### The metal 2 layer

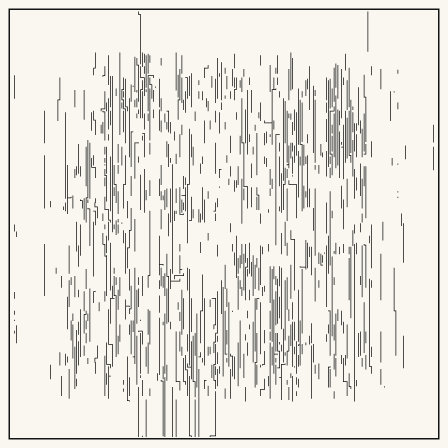
### Gate-type map

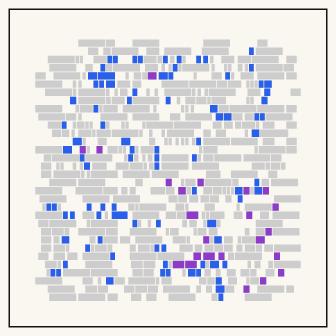
### Clock routing

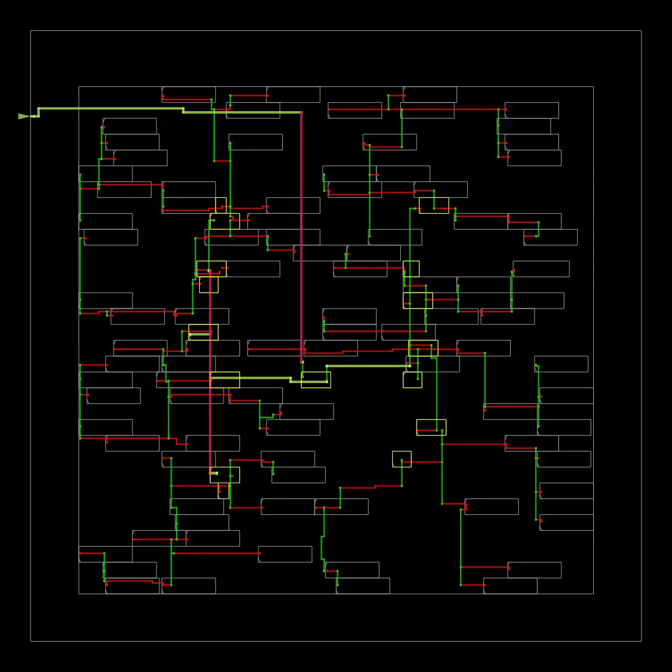
### Met1 routing

Bar = 20 um. Supply wires on this layer in grey.
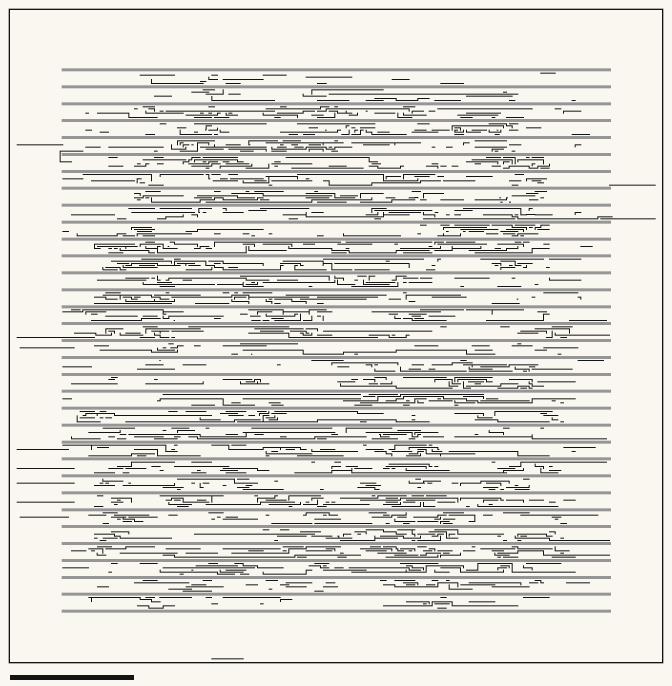
File: src/rtl/freq_counter_pkg.sv
// Shared state encoding, BCD digit width and 7-segment decode table for the frequency counter.
package freq_counter_pkg;

  localparam int BCD_W = 4;

  typedef enum logic [1:0] {
    ST_IDLE  = 2'd0,
    ST_COUNT = 2'd1,
    ST_LATCH = 2'd2
  } state_t;

  // Bit 0 drives segment a, bit 6 segment g; codes 10-15 stay dark.
  localparam logic [15:0][6:0] SEG_TABLE = {
    7'h00, 7'h00, 7'h00, 7'h00, 7'h00, 7'h00,
    7'h6F, 7'h7F, 7'h07, 7'h7D, 7'h6D, 7'h66, 7'h4F, 7'h5B, 7'h06, 7'h3F
  };

  function automatic logic [6:0] seg_decode(input logic [BCD_W-1:0] d);
    return SEG_TABLE[d];
  endfunction

endpackage

File: src/rtl/bcd_counter.sv
// Saturating multi-digit BCD event counter with synchronous clear / load-one.
// Count visible the cycle after inc; sticks at all nines and raises ovf until the next clear.
module bcd_counter
  import freq_counter_pkg::*;
#(
  parameter int DIGITS = 2
) (
  input  logic                      clk,
  input  logic                      rst_n,
  input  logic                      clr,
  input  logic                      load_one,
  input  logic                      inc,
  output logic [DIGITS*BCD_W-1:0]   count,
  output logic                      ovf
);

  localparam int                CNT_W = DIGITS * BCD_W;
  localparam logic [BCD_W-1:0]  NINE  = BCD_W'(9);

  logic [CNT_W-1:0] count_inc;
  logic             all_nines;
  logic             carry;

  // Ripple the decimal carry through every digit within one cycle.
  always_comb begin
    carry     = 1'b1;
    all_nines = 1'b1;
    count_inc = count;
    for (int d = 0; d < DIGITS; d++) begin
      if (count[d*BCD_W +: BCD_W] != NINE) all_nines = 1'b0;
      if (carry) begin
        if (count[d*BCD_W +: BCD_W] >= NINE) begin
          count_inc[d*BCD_W +: BCD_W] = '0;
        end else begin
          count_inc[d*BCD_W +: BCD_W] = count[d*BCD_W +: BCD_W] + BCD_W'(1);
          carry = 1'b0;
        end
      end
    end
  end

  always_ff @(posedge clk or negedge rst_n) begin
    if (!rst_n) begin
      count <= '0;
      ovf   <= 1'b0;
    end else if (clr) begin
      count <= load_one ? CNT_W'(1) : '0;
      ovf   <= 1'b0;
    end else if (inc) begin
      if (all_nines) ovf   <= 1'b1;
      else           count <= count_inc;
    end
  end

endmodule

File: src/rtl/freq_counter_mc.sv
// Multi-channel gated frequency counter with BCD results shown on a multiplexed 7-segment display.
// Results and result_valid update the cycle after LATCH; segments lag digit_sel/ch_sel by one cycle.
module freq_counter_mc
  import freq_counter_pkg::*;
#(
  parameter int  NUM_CH    = 2,
  parameter int  PERIOD_W  = 12,
  parameter int  DIGITS    = 2,
  parameter int  REFRESH_W = 4,
  localparam int CH_W      = (NUM_CH > 1) ? $clog2(NUM_CH) : 1
) (
  input  logic                clk,
  input  logic                rst_n,
  input  logic [NUM_CH-1:0]   signal_in,
  input  logic [PERIOD_W-1:0] period_in,
  input  logic                load_period,
  input  logic [CH_W-1:0]     ch_sel,
  output logic [6:0]          segments,
  output logic [DIGITS-1:0]   digit_sel,
  output logic [NUM_CH-1:0]   overflow,
  output logic [1:0]          dbg_state,
  output logic                result_valid
);

  localparam int CNT_W = DIGITS * BCD_W;

  state_t                      state;
  logic [PERIOD_W-1:0]         period_act, period_shadow, period_next, gate;
  logic [NUM_CH-1:0]           sync1, sync2, sync3, edges, cnt_ovf;
  logic [NUM_CH-1:0][CNT_W-1:0] counts, results;
  logic [REFRESH_W-1:0]        refresh;
  logic [DIGITS-1:0]           digit_next;
  logic [BCD_W-1:0]            cur_digit;
  logic                        in_count, in_latch;

  always_ff @(posedge clk or negedge rst_n) begin
    if (!rst_n) begin
      sync1 <= '0;
      sync2 <= '0;
      sync3 <= '0;
    end else begin
      sync1 <= signal_in;
      sync2 <= sync1;
      sync3 <= sync2;
    end
  end

  assign edges       = sync2 & ~sync3;
  assign in_count    = (state == ST_COUNT);
  assign in_latch    = (state == ST_LATCH);
  // A strobe landing on the LATCH cycle bypasses the shadow so it joins this reload.
  assign period_next = load_period ? period_in : period_shadow;

  // Outside COUNT the counters are held clear; a LATCH-cycle edge opens the next window at one.
  for (genvar c = 0; c < NUM_CH; c++) begin : g_ch
    bcd_counter #(.DIGITS(DIGITS)) u_cnt (
      .clk      (clk),
      .rst_n    (rst_n),
      .clr      (!in_count),
      .load_one (in_latch & edges[c]),
      .inc      (in_count & edges[c]),
      .count    (counts[c]),
      .ovf      (cnt_ovf[c])
    );
  end

  always_ff @(posedge clk or negedge rst_n) begin
    if (!rst_n) begin
      state         <= ST_IDLE;
      period_act    <= '0;
      period_shadow <= '0;
      gate          <= '0;
      results       <= '0;
      overflow      <= '0;
      result_valid  <= 1'b0;
    end else begin
      result_valid <= 1'b0;
      if (load_period) period_shadow <= period_in;
      case (state)
        ST_IDLE: begin
          gate <= '0;
          if (period_act != '0) state      <= ST_COUNT;
          else                  period_act <= period_shadow;
        end
        ST_COUNT: begin
          gate <= gate + PERIOD_W'(1);
          if (gate == period_act - PERIOD_W'(1)) state <= ST_LATCH;
        end
        ST_LATCH: begin
          results      <= counts;
          overflow     <= cnt_ovf;
          result_valid <= 1'b1;
          gate         <= '0;
          period_act   <= period_next;
          state        <= (period_next != '0) ? ST_COUNT : ST_IDLE;
        end
        default: state <= ST_IDLE;
      endcase
    end
  end

  assign dbg_state  = state;
  assign digit_next = (digit_sel << 1) | (digit_sel >> (DIGITS - 1));

  always_comb begin
    cur_digit = '1;
    if (int'(ch_sel) < NUM_CH) begin
      for (int d = 0; d < DIGITS; d++) begin
        if (digit_sel[d]) cur_digit = results[ch_sel][d*BCD_W +: BCD_W];
      end
    end
  end

  always_ff @(posedge clk or negedge rst_n) begin
    if (!rst_n) begin
      refresh   <= '0;
      digit_sel <= DIGITS'(1);
      segments  <= '0;
    end else begin
      refresh  <= refresh + REFRESH_W'(1);
      if (&refresh) digit_sel <= digit_next;
      segments <= seg_decode(cur_digit);
    end
  end

endmodule
File: config.mk
export PLATFORM = sky130hd
export DESIGN_NAME = freq_counter_mc
export DESIGN_NICKNAME = d
export VERILOG_FILES = /design/src/rtl/freq_counter_pkg.sv /design/src/rtl/bcd_counter.sv /design/src/rtl/freq_counter_mc.sv
export SDC_FILE = /design/constraint.sdc
export NUM_CORES = 1
export LEC_CHECK = 0
export CAP_MARGIN = 10
export CORE_MARGIN = 8
export CORE_UTILIZATION = 60
export CTS_BUF_LIST = sky130_fd_sc_hd__clkbuf_8
export DETAILED_ROUTE_END_ITERATION = 7
export PLACE_DENSITY_LB_ADDON = 0.05
export SLEW_MARGIN = 5
export SYNTH_ARGS = -nofsm -noshare
export SYNTH_HDL_FRONTEND = slang
export SYNTH_SLANG_ARGS = --single-unit
File: constraint.sdc
create_clock -name clk -period 5.9 [get_ports clk]
set_input_delay 0.885 -clock clk [delete_from_list [all_inputs] [get_ports clk]]
set_output_delay 0.885 -clock clk [all_outputs]
set_load 0.02 [all_outputs]
==> flow_metrics.env <==
# source this file to load flow results
export IMPL_outcome="finished clean"
export IMPL_track_usage_pct=17.1
export IMPL_powerDensity_nw_per_um2=252
export IMPL_pre_cts_ws_ns=2.60
export IMPL_gp_congestion=0.817
export IMPL_use_met3_pct=2.83
export IMPL_nets=532
export IMPL_antenna_found_initial=0
export IMPL_start_kind="primary input"
export IMPL_slew_violations=0
export IMPL_cp_arrival_ns=3.18
export IMPL_dieArea_sq_um=11000
export IMPL_nClkBuffers=10
export IMPL_yosysTopAreaCell="dfrtp_1"
export IMPL_drtIter0Drc=123
export IMPL_cts_setup_buffers=0
export IMPL_via_per_inst=5.71
export IMPL_ys_seq_share_pct=49.7
export IMPL_fmax_mhz=336
export IMPL_synth_flops=94
export IMPL_syn2layout_area_growth_pct=11.5
export IMPL_final_nonclk_buf_share_pct=6.12
export IMPL_yosys_cells=469
export IMPL_seq_share_pct=44.6
export IMPL_fin_tns_setup_ns=0
export IMPL_powerComb_uw=187
export IMPL_power_switching_uw=384
export IMPL_timing_hold_ws_ns=0.361
export IMPL_worstPathCellList="clkdlybuf4s50_1 > mux2i_1 > a22oi_1 > inv_1 > ha_1 > a21oi_1 > o22ai_1"
export IMPL_fin_ws_ns=2.93
export IMPL_num_rows=32
export IMPL_postSynthAreaPerCell_sq_um=10.1
export IMPL_ys_types=56
export IMPL_period_used_pct=50.4
export IMPL_n_all_buffers=33
export IMPL_io_buffers=31
export IMPL_p_sw_share_pct=28.9
export IMPL_path_class="in2reg"
export IMPL_power_leader="registers"
Back to the opening pictures, 'The metal 2 layer':
nets with wire on the layer: 420
main direction: vertical
wire length on this layer: 4,210 um
longest straight run: 38.4 um
grt met2 use: 26.4%
via count: 3,420
final WL: 9370 um

Back to the opening pictures, 'Gate-type map':
[blue] aoi and oai cells | cells: 88
[purple] and/or cells | cells: 23
Comb area share: 41.8%
Layout Cells excl Fill: 599
most instantiated logic cell after routing: dfrtp_1

Back to the opening pictures, 'Clock routing':
clock-net power: 393 uW
flop count: 94
Worst Clk Skew: 0.0124 ns
clk sink count: 94
clk_lat worst skew: 0.35 ns

Back to the opening pictures, 'Met1 routing':
share of all routed wire: 50%
wire length on this layer: 4,660 um
nets with wire on the layer: 475
longest straight run: 31.7 um
Global Route met1 Usage: 23.4%

[flip-flops by register name (all words and copies together), names as in the netlist]
signal	cells
sync1	2
refresh	4
digit_sel	2
overflow	2
sync3	2
g_ch.u_cnt.ovf	2
g_ch.u_cnt.count	16
results	16
sync2	2
result_valid	1
period_act	12
segments	7
period_shadow	12
dbg_state	2
gate	12
[synthesized netlist by cell type, types with 4 or more instances]
library cell / count
inv_1: 23
mux2i_1: 13
clkbuf_1: 16
nor3b_1: 7
nor3_1: 6
o21ai_0: 39
a21oi_1: 20
nand2_1: 64
mux2_2: 14
xor2_1: 7
a41oi_1: 4
a22oi_1: 5
nand3_1: 10
ha_1: 22
and2_1: 10
xnor2_1: 18
a22o_1: 4
nand4_1: 6
dfrtp_1: 93
nor4_1: 4
nand2b_1: 4
nor2_1: 24
nor2b_1: 5
[layer usage]
layer  part of all wire [%]  wire, um
met1                     50      4660
met2                     45      4210
met3                    3.9       364
met4                    1.4       128
met5                      0         0
[cells by family after synthesis]
family,share of synthesized area (%)
buf+inv,3.86
mux,6.08
flops,49.7
fa+ha+maj,5.82
simple gates,17.1
compound gates,12.8
xor+xnor,4.63
[final timing paths]
kind	startpoint	to	slack [ns]	depth (start not counted)
worst max-delay path	ch_sel	segments[5]$_DFF_PN0_	2.93	7
worst max register to register	period_act[0]$_DFFE_PN0P_	dbg_state[0]$_DFFE_PN0P_	3.27	8
worst min-delay path	sync1[1]$_DFF_PN0_	sync2[1]$_DFF_PN0_	0.36	0
worst min register to register	sync1[1]$_DFF_PN0_	sync2[1]$_DFF_PN0_	0.36	0
max in group asynchronous	rst_n	gate[9]$_DFFE_PN0P_	4.37	2
min in group asynchronous	rst_n	gate[3]$_DFFE_PN0P_	0.50	1
Power figures rest on the tool's default switching activity, not on a simulated workload.
